Run 1, zoomed window:
Bar = 10 um. Window x 23 to 48, y 23 to 48 um. Cells in gray, sequential cells in the stronger gray; small squares are vias.
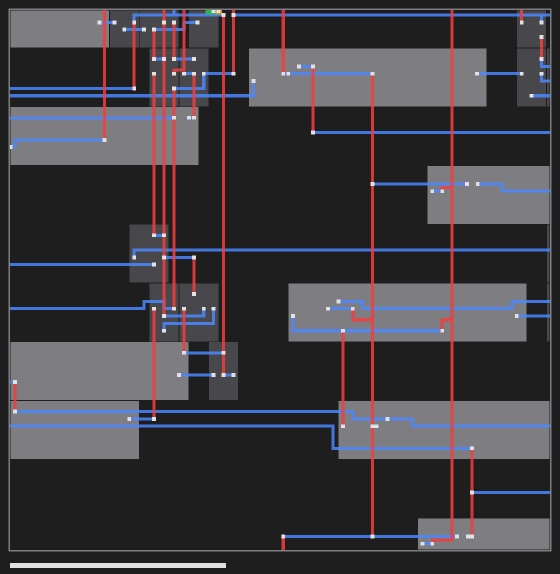
Run 1, wires at chosen ports, followed through buffers:
Bar = 50 um.
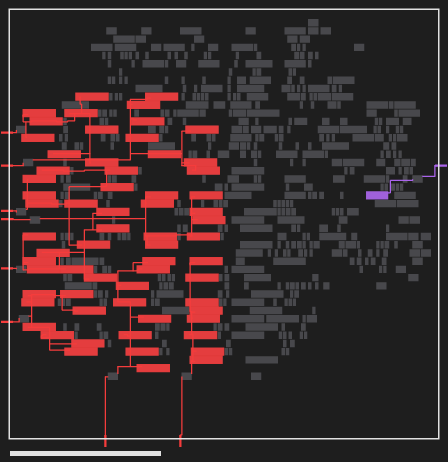
Run 1, gate families picked out:
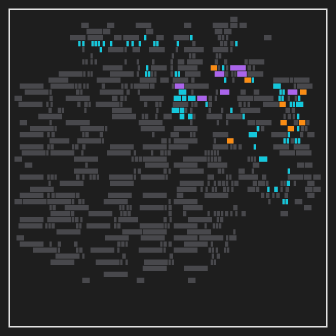
Run 1, register map, names as in the netlist:
Bar = 50 um.
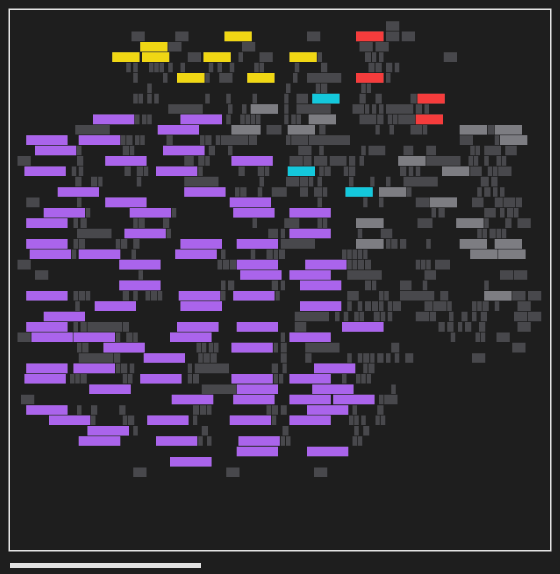
**src/rtl/xbar_ingress_tx.sv**
```systemverilog
// Crossbar ingress: FIFO of {dest,data} words, each presented one at a time to the
// output arbiter of its destination and sent into the crossbar once granted.
module xbar_ingress_tx #(
    parameter int width      = 8,
    parameter int depth      = 8,
    parameter int starve_lim = 16
) (
    input  logic                     clk,
    input  logic                     rst,
    input  logic [width-1:0]         s_data,
    input  logic [1:0]               s_dest,
    input  logic                     s_valid,
    output logic                     s_ready,
    output logic [3:0]               req,
    input  logic [3:0]               gnt,
    output logic [width-1:0]         xb_data,
    output logic                     xb_valid,
    output logic [$clog2(depth):0]   count,
    output logic                     starve,
    output logic                     err
);
    localparam int AW = $clog2(depth);
    localparam int CW = AW + 1;

    typedef enum logic [1:0] {IDLE, REQ, SEND} state_t;

    state_t               state, state_nxt;
    logic [width+1:0]     mem [depth];
    logic [AW-1:0]        wr_ptr, rd_ptr;
    logic [width+1:0]     head;
    logic [CW-1:0]        count_nxt;
    logic [7:0]           wait_cnt, wait_nxt;
    logic                 push, pop, spurious;

    function automatic logic [3:0] dest_onehot(input logic [1:0] d);
        return 4'b0001 << d;
    endfunction

    assign s_ready  = (count != CW'(depth));
    assign push     = s_valid && s_ready;
    assign head     = mem[rd_ptr];
    // Any grant bit we did not ask for is an arbiter fault; it never pops.
    assign spurious = |(gnt & ~req);

    always_comb begin
        state_nxt = state;
        req       = 4'b0000;
        pop       = 1'b0;
        case (state)
            IDLE: begin
                if (count != '0) state_nxt = REQ;
            end
            REQ: begin
                req = dest_onehot(head[width+1:width]);
                if (|(gnt & req)) begin
                    pop       = 1'b1;
                    state_nxt = SEND;
                end
            end
            SEND: begin
                state_nxt = (count != '0) ? REQ : IDLE;
            end
            default: state_nxt = IDLE;
        endcase
    end

    always_comb begin
        count_nxt = count;
        if (push && !pop)      count_nxt = count + CW'(1);
        else if (pop && !push) count_nxt = count - CW'(1);
    end

    always_comb begin
        wait_nxt = 8'd0;
        if (state == REQ && !pop)
            wait_nxt = (wait_cnt == 8'hFF) ? wait_cnt : wait_cnt + 8'd1;
    end

    always_ff @(posedge clk) begin
        if (rst) begin
            state    <= IDLE;
            wr_ptr   <= '0;
            rd_ptr   <= '0;
            count    <= '0;
            xb_valid <= 1'b0;
            xb_data  <= '0;
            wait_cnt <= 8'd0;
            starve   <= 1'b0;
            err      <= 1'b0;
        end else begin
            state    <= state_nxt;
            count    <= count_nxt;
            wait_cnt <= wait_nxt;
            starve   <= (wait_nxt >= 8'(starve_lim));
            err      <= err | spurious;
            xb_valid <= pop;
            if (push) wr_ptr <= wr_ptr + AW'(1);
            if (pop) begin
                rd_ptr  <= rd_ptr + AW'(1);
                xb_data <= head[width-1:0];
            end
        end
    end

    // Storage has no reset; pointers and count define what is valid.
    always_ff @(posedge clk) begin
        if (push && !rst) mem[wr_ptr] <= {s_dest, s_data};
    end
endmodule

```
**config.mk**
```make
export PLATFORM = sky130hd
export DESIGN_NAME = xbar_ingress_tx
export DESIGN_NICKNAME = d
export VERILOG_FILES = /design/src/rtl/xbar_ingress_tx.sv
export SDC_FILE = /design/constraint.sdc
export NUM_CORES = 1
export LEC_CHECK = 0
export ABC_AREA = 1
export CORE_UTILIZATION = 25
export DETAILED_ROUTE_END_ITERATION = 10
export GPL_TIMING_DRIVEN = 0
export PLACE_DENSITY = 0.41
export REMOVE_ABC_BUFFERS = 1
export SLEW_MARGIN = 20
export SYNTH_ARGS = -nofsm -noshare
export SYNTH_HDL_FRONTEND = slang
export SYNTH_SLANG_ARGS = --single-unit
export TNS_END_PERCENT = 20
```
**constraint.sdc**
```tcl
create_clock -name clk -period 4.7 [get_ports clk]
set_input_delay 0.47 -clock clk [delete_from_list [all_inputs] [get_ports clk]]
set_output_delay 0.47 -clock clk [all_outputs]
set_load 0.05 [all_outputs]
```
==> results.txt, run 1 <==
Physical implementation status

The violation tally recorded at the end of detailed-routing iteration 0 is 132. Relative to the synthesized area, the layout overhead comes to 25.1%. The count of cell types in the netlist stands at 25. Per the CTS log, the root buffer master is sky130_fd_sc_hd__clkbuf_16. For this run, the top clock speed supported by timing is 244 MHz.

Hold repair after CTS inserted 0 buffers. The critical path's slowest stage uses the library cell sky130_fd_sc_hd__dfxtp_1. The number of setup buffers added after CTS stands at 0. The total routing usage reported by global routing stands at 12.1%. Of all cell types, the one taking the most synthesized area is sky130_fd_sc_hd__edfxtp_1. Across all layers, the routed design uses 3365 vias.

The critical path's largest stage delay stands at between 900 and 1000 ps. The total of warnings raised by yosys stands at 0. The count of clock tree sinks stands at 114. The register-to-register setup slack stands at 700 ps. The final layout contains routed wiring with a total length of 11.3 mm. After routing, the total negative slack on setup checks comes to 0 ps. According to the floorplan report, the total die area is 0.0200 mm2. The portion of total power attributed to the clock network stands at between 30% and 40%. The timing report attributes the biggest portion of critical-path delay to buffers and inverters. By count the netlist is led by 138 x sky130_fd_sc_hd__nand2_1, 80 x sky130_fd_sc_hd__edfxtp_1, 73 x sky130_fd_sc_hd__nand3_1.

The synthesis report lists the most area-consuming cells as sky130_fd_sc_hd__edfxtp_1 49%, sky130_fd_sc_hd__dfxtp_1 14%, sky130_fd_sc_hd__nand2_1 11%, sky130_fd_sc_hd__nand3_1 7.5%, sky130_fd_sc_hd__nor2_1 4.0%. The run finished with clean final reports. TritonCTS created 17 clock buffers.

The buffer and inverter count on the worst path stands at 2. After synthesis, the mean cell area works out to around 9.7 um2. After detailed routing, the number of vias per cell comes to 4.13.

The share of post-route cells with drive strength above 1 stands at 10.5%. In this run the vertical extent of the chip is between 100 and 150 um. Dividing the detail-routed wire length by the instance count gives 13.9 um. Counting stages on the worst path, the most repeated cell is sky130_fd_sc_hd__nand2_1. Per the synth stats, the flop cell with the highest instance count is sky130_fd_sc_hd__edfxtp_1.

The footprint of the multi-input gates stands at 0.00153 mm2. Combinational logic burns between 30% and 40% of the power. TritonRoute reported its final design rule violation total as 0. For this run, the detailed router's first-pass iteration total came to 4.

The cell sequence reported for the critical path is inv_1 > nand3_1 > nand2_1 > nand2_1 > nand2_2 > nor3_1 > clkdlybuf4s50_1. The relative max-transition margin stands at 35.4%. The initial antenna violation count came to 0. The mapped cell area stands at 0.00487 mm2. The count of warning messages emitted by the tools stands at 25.

The worst setup path is captured at a primary output. The data required time at the worst endpoint stands at 4230 ps.
Notes on 'zoomed window' above:
| layer | color |
|---|---|
| metal 3 | green |
| metal 2 | red |
| metal 1 | blue |
| metal 4 | orange |
most frequent: edfxtp_1 (8), nand2_1 (7), nand3_1 (3)
netlist names of flops here include: mem (8)
cells with their middle in the window: 19
sequential cells in the window: 8

Notes on 'wires at chosen ports, followed through buffers' above:
| port | color | bits | direction | edge | end cells | buffers | wire |
|---|---|---|---|---|---|---|---|
| s_data | red | 8 | input | 6 west, 2 south | 64 | 8 | 683 um |
| xb_valid | purple | 1 | output | east | 1 | 1 | 21.1 um |
number of buffers inserted by port buffering: 36
number of top-level pins: 37

Notes on 'gate families picked out' above:
| family | color | cells | most used |
|---|---|---|---|
| fa/ha/maj cells | purple | 7 | ha_1 |
| xor and xnor cells | orange | 8 | xor2_1 |
| nor cells | cyan | 62 | nor2_1 |
commonest non-fill, non-tap cell in the layout: sky130_fd_sc_hd__nand2_1
Comb area share: 25.1%
final cell count without fillers: 815

Notes on 'register map, names as in the netlist' above:
| name in the netlist | color | flops |
|---|---|---|
| wr_ptr | cyan | 3 |
| count | red | 4 |
| xb_data | yellow | 8 |
| mem | purple | 80 |
power of the sequential group: 1260 uW
flip-flop and latch area: 0.00308 mm2
sequential cell area share: 50.7%
end-of-flow core utilization: 32.2%

[run 1: state kept, by name, indices dropped and copies added, names as in the netlist, named ones only]
signal	cells
count	4
err	1
mem	80
rd_ptr	3
starve	1
state	2
wait_cnt	8
wr_ptr	3
xb_data	8
xb_valid	1
[run 1: stage by stage]
stage | hold WS (ps) | std cells | worst slack [ps] | power, uW | util [%]
after detailed placement | 476 | 783 | 532 | 2360 | 29.3
after global routing | 504 | 815 | 248 | 3690 | 32.2
after CTS | 487 | 815 | 429 | 3540 | 32.2
after floorplan | 457 | 482 | 1330 | 2000 | -
final | 483 | 815 | 599 | 3490 | 32.2
after global placement | 465 | 778 | 75.1 | 2330 | 28.9
[run 1: layout by cell type (no fill, tap or decap), types with 2 or more instances in the layout]
cell type,n
sky130_fd_sc_hd__clkinv_1,4
sky130_fd_sc_hd__clkinv_4,3
sky130_fd_sc_hd__dfxtp_1,33
sky130_fd_sc_hd__o21ai_0,9
sky130_fd_sc_hd__xor2_1,6
sky130_fd_sc_hd__xnor2_1,2
sky130_fd_sc_hd__clkinv_2,4
sky130_fd_sc_hd__nor2_2,4
sky130_fd_sc_hd__nor2_1,48
sky130_fd_sc_hd__a21oi_1,9
sky130_fd_sc_hd__nor2_4,2
sky130_fd_sc_hd__edfxtp_1,80
sky130_fd_sc_hd__nand3_1,73
sky130_fd_sc_hd__nand4_1,2
sky130_fd_sc_hd__buf_6,3
sky130_fd_sc_hd__clkinvlp_4,3
sky130_fd_sc_hd__nand3_2,3
sky130_fd_sc_hd__clkdlybuf4s50_1,36
sky130_fd_sc_hd__inv_1,48
sky130_fd_sc_hd__nand2_2,6
sky130_fd_sc_hd__nor3_2,6
sky130_fd_sc_hd__ha_1,6
sky130_fd_sc_hd__nor3_1,2
sky130_fd_sc_hd__clkbuf_16,17
sky130_fd_sc_hd__nand2_1,138
[run 1: worst paths after layout]
check | startpoint | endpoint | cells after the start
max | flop | req[2] | 7
min | xb_data[5] | xb_data[5] | 2
max reg2reg | flop | count[3] | 19
min reg2reg | xb_data[5] | xb_data[5] | 2
[run 1: cells by family after synthesis]
kind of cell | after synthesis | synth area share (%)
and+or+nand+nor | 284 | 25.3
buffers and inverters | 68 | 5.96
DFF | 114 | 63.3
AOI/OAI and AO/OA | 19 | 2.03
adders and majority gates | 7 | 1.95
xor gates and xnor gates | 8 | 1.44
[run 1: power groups by stage]
| stage | Clock (uW) | Combinational, uW | Sequential, uW |
|---|---|---|---|
| after floorplan | 0 | 576 | 1420 |
| after global placement | 0 | 1020 | 1310 |
| after detailed placement | 0 | 1080 | 1280 |
| after CTS | 1200 | 1080 | 1260 |
| after global routing | 1240 | 1180 | 1270 |
| final | 1180 | 1060 | 1260 |
[run 1: area by class of cell]
cell class	count	area share, %
sequential	114	50.7
multi-input combinational	318	25.1
clock buffer	17	6.99
timing repair buffer	41	6.93
tap	260	5.34
inverter	50	3.08
clock inverter	15	1.95
[run 1: routing by layer]
layer / up-vias / track usage, % / wire (um)
li1: 1730 / - / -
met1: 1549 / 14.6 / 5170
met2: 65 / 19.3 / 5280
met3: 21 / 3.07 / 482
met4: 0 / 7.36 / 382
met5: - / 0 / 0
Run 1, congestion heat map:
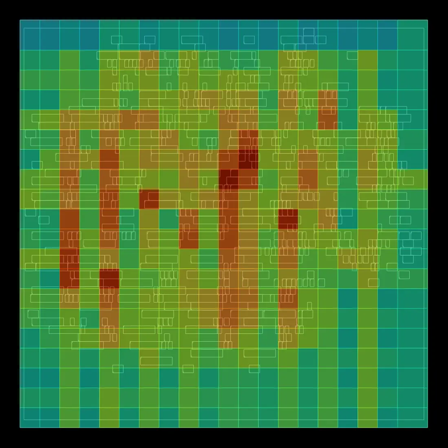

==> run 2, diff against run 1 <==
Settings changed: CORE_MARGIN set to 5.
Run 2, congestion heat map:
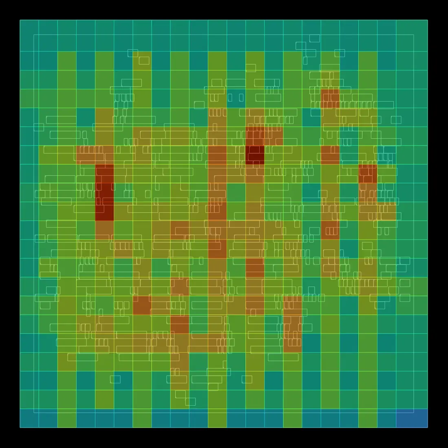
end-of-flow core utilization: 31.5%
peak-usage layer in the global routing report: met2

Run 2, zoomed window:
Bar = 10 um. Window x 25 to 50, y 25 to 50 um. Cells in gray, sequential cells in the stronger gray; small squares are vias.
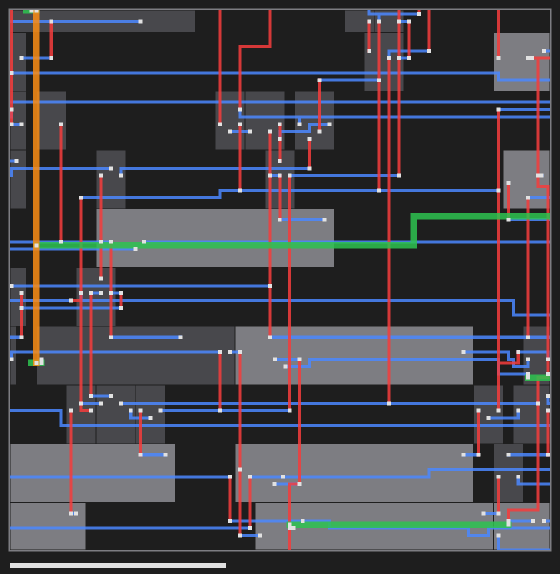
| layer | color |
|---|---|
| metal 1 | blue |
| metal 4 | orange |
| metal 2 | red |
| metal 3 | green |
cells with their middle in the window: 24
most frequent: nand2_1 (9), nand3_1 (6), edfxtp_1 (5)
netlist names of flops here include: mem (5)
sequential cells in the window: 5

==> run 2 against run 1 <==
  * Global-route usage fell by 0.88 points
  * Critical path depth did not move
  * Maximum frequency fell by 1.1%
  * Area after synthesis did not move
  * Critical endpoint unchanged
  * Worst hold slack got worse by 3.5 ps
  * Highest routed layer unchanged
==> results.txt, run 2 <==
Physical implementation status

The CTS tree is yes (unchanged). The final total negative setup slack is 0 ps (unchanged). The overall overflow remaining after global route was 0 (unchanged). The final max-slew violation count came to 0 (unchanged). The relative max-transition margin came to 34.3% (was 35.4%). The number of design rule violations left after detail routing stands at 0 (unchanged). The mapped cell area stands at 0.00487 mm2 (unchanged). The share of post-route cells with drive strength above 1 is 9.73% (was 10.5%). Leading cell types by count after synthesis: 138 x sky130_fd_sc_hd__nand2_1, 80 x sky130_fd_sc_hd__edfxtp_1, 73 x sky130_fd_sc_hd__nand3_1 (unchanged).

Regs by FF count: mem x80, wait_cnt x8, xb_data x8 (unchanged). The die height stands at 150 um (was 142 um). Top area cells in the synthesized netlist: sky130_fd_sc_hd__edfxtp_1 49%, sky130_fd_sc_hd__dfxtp_1 14%, sky130_fd_sc_hd__nand2_1 11%, sky130_fd_sc_hd__nand3_1 7.5%, sky130_fd_sc_hd__nor2_1 4.0% (unchanged). The data required time at the worst endpoint stands at 4230 ps (about the same). The placed wire-length estimate stands at 7.31 mm (was 7.21 mm). The predominant post-synthesis flop cell was sky130_fd_sc_hd__edfxtp_1 (unchanged). The type of the worst setup path is flop to primary output (unchanged).

The biggest area consumer among synthesized cells is sky130_fd_sc_hd__edfxtp_1 (unchanged). The register name with the most flops was mem (unchanged). The number of clock buffers inserted by TritonCTS was 17 (unchanged). The type of element launching the critical path is a flop (unchanged).

The buffer type at the clock tree root was sky130_fd_sc_hd__clkbuf_16 (unchanged). The average wire per cell in the routed design stands at 14.2 um (was 13.9 um). The floorplan core area stands at 0.0193 mm2 (was 0.0189 mm2). The floorplan-stage core utilization came to 25.2% (was 25.8%).

The sum of routed wire length over all layers is 11.6 mm (was 11.3 mm). The total chip power is 3490 uW (about the same). The buffer depth of the longest clock path is 2 (unchanged). The detailed-route via count stands at 3439 (was 3365).

The class of the tightest hold or removal check is flop to flop (unchanged). The number of placed I/O pins was 37 (unchanged). The origin of the worst min-delay path was err (was xb_data[5]). The count of clock tree sinks stands at 114 (unchanged).

The violation tally from detailed-route iteration zero was 162 (was 132). The count of mapped cells out of synthesis stands at 500 (unchanged). The detailed-routing iteration count for the pre-antenna-repair pass stands at 5 (was 4). The number of buffer cells added on primary ports was 36 (unchanged). The number of setup buffers added after CTS stands at 0 (unchanged). The final cell count without fillers is 820 (was 815). Result of the run: complete, no violations (unchanged). The relative area change from synthesis to final layout came to 25.2% (was 25.1%). The endpoint type of the worst setup path was a primary output (unchanged). The count of hold buffers inserted by post-cts repair came to 0 (unchanged). The cell count after placement is 788 (was 783). The number of placement rows was 51 (was 50). The synthesized chip area reported by yosys is 0.00487 mm2 (unchanged). The post-synthesis sequential element count stands at 114 (unchanged). The count of warning messages emitted by the tools came to 25 (unchanged).

The number of flip-flops under the largest register name stands at 80 (unchanged). The post-synthesis area per instance is 9.74 um2 (unchanged). Most frequent cells in the layout: 138 x sky130_fd_sc_hd__nand2_1, 80 x sky130_fd_sc_hd__edfxtp_1, 73 x sky130_fd_sc_hd__nand3_1, 48 x sky130_fd_sc_hd__nor2_1, 48 x sky130_fd_sc_hd__inv_1 (unchanged). The count of cell types in the netlist stands at 25 (unchanged). The total die size stands at 0.0224 mm2 (was 0.0200 mm2). The maximum vdd drop stands at 0.253 mV (was 0.228 mV).

The number of vias per cell stands at 4.19 (was 4.13). The maximum number of pins on one net before global-route repair stands at 41 (unchanged). The most frequently placed logic cell in the final layout is sky130_fd_sc_hd__nand2_1 (unchanged).

The number of max-capacitance violations reported stands at 0 (unchanged). The total routing usage reported by global routing was 11.2% (was 12.1%). The final worst clock skew stands at 13.7 ps (was 8.82 ps). The initial antenna violation count stands at 0 (unchanged). The total of warnings raised by yosys stands at 0 (unchanged).

The maximum clock frequency stands at 241 MHz (was 244 MHz).
## run 2: cell counts after synthesis
Identical to the previous run, type by type.
## run 2: per-layer routing
| metal | vias up | share of wire, % | track usage, % |
|---|---|---|---|
| li1 | 1732 | - | - |
| met1 | 1620 | 46 | 14.2 |
| met2 | 71 | 49 | 18.2 |
| met3 | 16 | 4.6 | 3.00 |
| met4 | 0 | 1.3 | 4.53 |
| met5 | - | 0 | 0 |
## run 2: path summary, 6_finish.rpt
| kind | endpoint | slack [ps] | depth (start not counted) |
|---|---|---|---|
| setup / recovery | req[2] | 550 | 7 |
| hold / removal | err | 480 | 2 |
| setup reg to reg | count[3] | 630 | 19 |
| hold reg to reg | err | 480 | 2 |
## run 2: logic make-up after synthesis
logic type,count (synthesis),share of synthesized area [%]
and+or+nand+nor,284,25.3
DFF,114,63.3
buffers and inverters,68,5.96
AOI/OAI and AO/OA,19,2.03
xor gates and xnor gates,8,1.44
adders and majority gates,7,1.95
## run 2: area by class of cell
class                           count  area (um2)  share of cell area, %
Timing Repair Buffer               41         425                   6.98
Sequential cell                   114        3080                   50.6
Multi-Input combinational cell    318        1530                   25.0
Clock buffer                       28         518                   8.50
Clock inverter                      4        23.8                  0.390
Inverter                           50         188                   3.08
Tap cell                          265         332                   5.44
## run 2: stage by stage
step	setup slack [ps]	hold WS [ps]
2_1_floorplan	1330	457
3_3_place_gp	23.4	468
3_5_place_dp	470	479
4_1_cts	407	488
5_1_grt	91.0	502
6_report	553	480
## run 2: critical path, stage by stage, from the launching register on
cell and delay [ps]:
sky130_fd_sc_hd__dfxtp_1 960, sky130_fd_sc_hd__inv_1 690, sky130_fd_sc_hd__nand3_1 280, sky130_fd_sc_hd__nand2_1 70
sky130_fd_sc_hd__nand2_1 80, sky130_fd_sc_hd__nand2_2 100, sky130_fd_sc_hd__nor3_1 220, sky130_fd_sc_hd__clkdlybuf4s50_1 860
## run 2: where the power goes
part           total, uW  internal, uW  switching, uW
combinational       1060           341            714
clock               1180           745            430
sequential          1260          1170           86.9
Run 2, wires at chosen ports, followed through buffers:
Bar = 50 um.
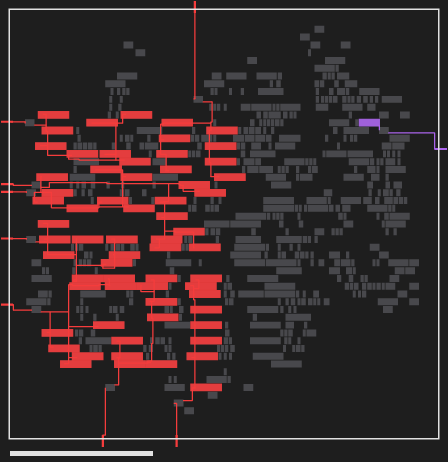

==> run 3, diff against run 2 <==
Settings changed: RECOVER_POWER set to 25, TNS_END_PERCENT 20 to 30.
Run 3, wires at chosen ports, followed through buffers:
Bar = 50 um.
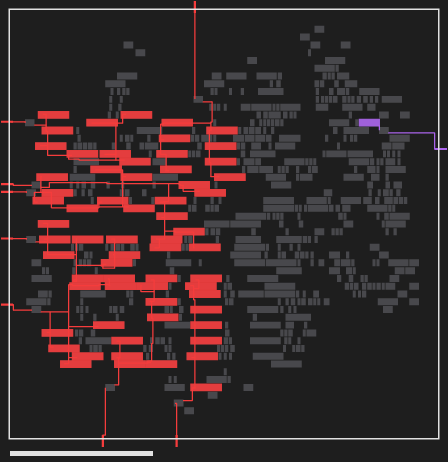
| port | color | bits | direction | edge | end cells | buffers | wire |
|---|---|---|---|---|---|---|---|
| s_data | red | 8 | input | 5 west, 2 south, 1 north | 64 | 8 | 719 um |
| xb_valid | purple | 1 | output | east | 1 | 1 | 24.2 um |

Run 3, register map, names as in the netlist:
Bar = 50 um.
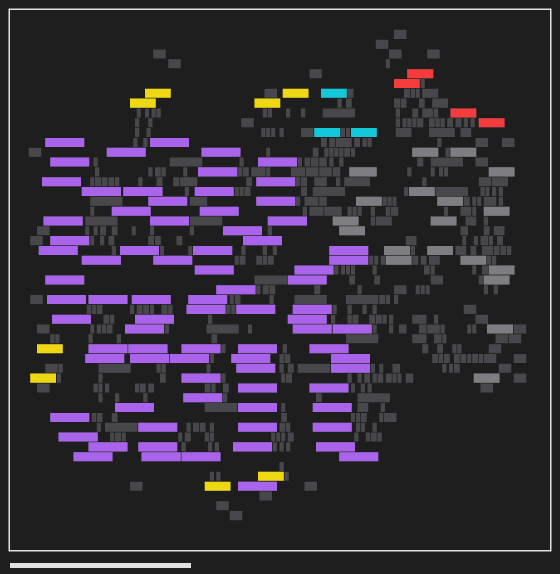
| name in the netlist | color | flops |
|---|---|---|
| wr_ptr | cyan | 3 |
| count | red | 4 |
| xb_data | yellow | 8 |
| mem | purple | 80 |
sequential cell area share: 50.6%

==> run 3 against run 2 <==
  * Non-clock buffer count stayed put
  * Worst setup slack worse by 0.70 ps
  * Largest power group unchanged
  * First-iteration DRC count is 0.62% higher
  * Via count is 0.15% lower
  * Count of clock-buffer cells in the layout stayed put
==> results.txt, run 3 <==
Physical implementation status

Most frequent cells in the layout: 138 x sky130_fd_sc_hd__nand2_1, 80 x sky130_fd_sc_hd__edfxtp_1, 73 x sky130_fd_sc_hd__nand3_1, 48 x sky130_fd_sc_hd__nor2_1, 48 x sky130_fd_sc_hd__inv_1 (unchanged). The share of post-route cells with drive strength above 1 stands at 9.73% (unchanged). The relative area change from synthesis to final layout stands at 25.2% (unchanged). The relative max-transition margin came to 34.4% (was 34.3%). The most frequently placed logic cell in the final layout is sky130_fd_sc_hd__nand2_1 (unchanged). The final cycle utilization of the critical path was 88.3% (was 88.2%). The final max-slew violation count stands at 0 (unchanged). The number of gates resized after cts stands at 0 (unchanged). The initial antenna violation count stands at 0 (unchanged). The predominant post-synthesis flop cell is sky130_fd_sc_hd__edfxtp_1 (unchanged).

The x dimension of the die is 150 um (unchanged). The final worst clock skew was 10.4 ps (was 13.7 ps). Top area cells in the synthesized netlist: sky130_fd_sc_hd__edfxtp_1 49%, sky130_fd_sc_hd__dfxtp_1 14%, sky130_fd_sc_hd__nand2_1 11%, sky130_fd_sc_hd__nand3_1 7.5%, sky130_fd_sc_hd__nor2_1 4.0% (unchanged). The buffer type at the clock tree root is sky130_fd_sc_hd__clkbuf_16 (unchanged).

The shortest clock period the worst path allows after layout stands at 4150 ps (about the same). The total routing usage reported by global routing is 11.2% (unchanged). The detailed-routing iteration count for the pre-antenna-repair pass stands at 5 (unchanged). The length in cells of the worst reg-to-reg path is 19 (unchanged). The final-stage net count stands at 566 (unchanged). The number of flip-flops under the largest register name stands at 80 (unchanged). The number of vias per cell stands at 4.19 (about the same). The library cell contributing the largest single delay on the critical path was sky130_fd_sc_hd__dfxtp_1 (unchanged).

The die height stands at 150 um (unchanged). The detailed-route via count stands at 3434 (was 3439). The final count of negative-setup-slack endpoints came to 0 (unchanged). The count of cells along the worst hold path stands at 2 (unchanged). Leading cell types by count after synthesis: 138 x sky130_fd_sc_hd__nand2_1, 80 x sky130_fd_sc_hd__edfxtp_1, 73 x sky130_fd_sc_hd__nand3_1 (unchanged).

The class of the tightest hold or removal check was flop to flop (unchanged). The type of the worst setup path is flop to primary output (unchanged). The post-synthesis area per instance is 9.74 um2 (unchanged). The count of hold buffers inserted by post-cts repair was 0 (unchanged). The maximum vdd drop stands at 0.254 mV (was 0.253 mV). The final antenna-violating net count stands at 0 (unchanged). List of cells traversed by the critical path: inv_1 > nand3_1 > nand2_1 > nand2_1 > nand2_2 > nor3_1 > clkdlybuf4s50_1 (unchanged).

The buffer depth of the longest clock path stands at 2 (unchanged). The final design instance area without fill stands at 0.00610 mm2 (unchanged). The number of design rule violations left after detail routing was 0 (unchanged).

The average wire per cell in the routed design stands at 14.2 um (about the same). The count of cell types in the netlist stands at 25 (unchanged). The top cell type's share of synthesized area came to 49.3% (unchanged).

The data required time at the worst endpoint stands at 4230 ps (about the same). The floorplan core area came to 0.0193 mm2 (unchanged). The endpoint type of the worst setup path is a primary output (unchanged). The violation tally from detailed-route iteration zero stands at 163 (was 162).

The biggest area consumer among synthesized cells was sky130_fd_sc_hd__edfxtp_1 (unchanged). The number of placement rows is 51 (unchanged). The clock-pin slew reported for the worst setup and hold paths after clock tree synthesis stands at 50 ps (about the same). The synthesized chip area reported by yosys was 0.00487 mm2 (unchanged). The arrival time at the worst endpoint was 3680 ps (about the same).

The number of setup buffers added after CTS was 0 (unchanged). The total of warnings raised by yosys was 0 (unchanged). The critical path's largest stage delay is 960 ps (about the same).

The sum of routed wire length over all layers was 11.6 mm (about the same). The mapped cell area was 0.00487 mm2 (unchanged). The placed wire-length estimate stands at 7.31 mm (unchanged).

The post-synthesis sequential element count stands at 114 (unchanged). The number of inserted diodes stands at 0 (unchanged). Regs by FF count: mem x80, wait_cnt x8, xb_data x8 (unchanged). The number of buffer cells added on primary ports came to 36 (unchanged). The count of mapped cells out of synthesis stands at 500 (unchanged). The number of H-tree levels was 4 (unchanged). The CTS tree was yes (unchanged). Unrepaired setup endpoints after global routing: false (unchanged).

The clock latency at the later pin of the worst-skew pair stands at 410 ps (was 420 ps). Result of the run: complete, no violations (unchanged). The overall overflow remaining after global route was 0 (unchanged). The count of clock tree sinks is 114 (unchanged). The number of clock buffers inserted by TritonCTS is 17 (unchanged). The weighted congestion reported at the end of routability-driven placement is 0.751 (unchanged). The final total negative setup slack stands at 0 ps (unchanged).

The number of max-capacitance violations reported was 0 (unchanged). The maximum clock frequency came to 241 MHz (about the same). The number of placed I/O pins stands at 37 (unchanged). The smallest hold slack came to 480 ps (about the same). The count of endpoints failing hold in the final timing report is 0 (unchanged). The register name with the most flops was mem (unchanged). The most repeated library cell on the critical path was sky130_fd_sc_hd__nand2_1 (unchanged).

The total die size stands at 0.0224 mm2 (unchanged). The maximum number of pins on one net before global-route repair came to 41 (unchanged). The type of element launching the critical path is a flop (unchanged).

The floorplan-stage core utilization stands at 25.2% (unchanged). The count of warning messages emitted by the tools came to 25 (unchanged).
-- run 3: cell counts after synthesis --
No cell type changed its count.
-- run 3: cell families after synthesis --
family                     share of synthesized area (%)
AOI/OAI and AO/OA                                   2.03
xor gates and xnor gates                            1.44
adders and majority gates                           1.95
buffers and inverters                               5.96
DFF                                                 63.3
and+or+nand+nor                                     25.3
-- run 3: stage by stage --
stage | std cells | total power, uW | utilization [%] | setup WS (ps)
2_1_floorplan | 482 | 2000 | - | 1330
3_3_place_gp | 783 | 2320 | 28.2 | 23.4
3_5_place_dp | 788 | 2350 | 28.7 | 470
4_1_cts | 820 | 3540 | 31.5 | 407
5_1_grt | 820 | 3720 | 31.5 | 91.0
6_report | 820 | 3490 | 31.5 | 552
-- run 3: critical path: cells and delay by family, from the launching register on --
kind	cells	cell delay, ps
and+or+nand+nor	5	750
DFF	1	960
buffers and inverters	2	1550
-- run 3: final timing paths --
check | startpoint | end | slack (ps)
worst min register to register | err | err | 480
worst max-delay path | flop | req[2] | 550
worst min-delay path | err | err | 480
worst max register to register | flop | count[3] | 640
-- run 3: area by class of cell --
type,instances,area [um2],share of cell area (%)
Timing Repair Buffer,41,425,6.98
Inverter,50,188,3.08
Sequential cell,114,3080,50.6
Multi-Input combinational cell,318,1530,25.0
Clock inverter,4,23.8,0.390
Clock buffer,28,518,8.50
Tap cell,265,332,5.44
-- run 3: layer usage --
metal / global-route usage, % / routed length, um / up-vias / share of wire, %
met5: 0 / 0 / - / 0
met4: 4.53 / 136 / 0 / 1.2
met3: 3.00 / 504 / 17 / 4.3
met2: 18.2 / 5620 / 65 / 48
met1: 14.2 / 5370 / 1620 / 46
li1: - / - / 1732 / -
-- run 3: power by group --
part           switching [uW]  leakage (uW)  internal [uW]
clock                     431      0.000268            745
combinational             714       0.00110            340
sequential               86.9       0.00100           1170
total                    1230       0.00237           2250
Power and IR drop assume default switching activity.
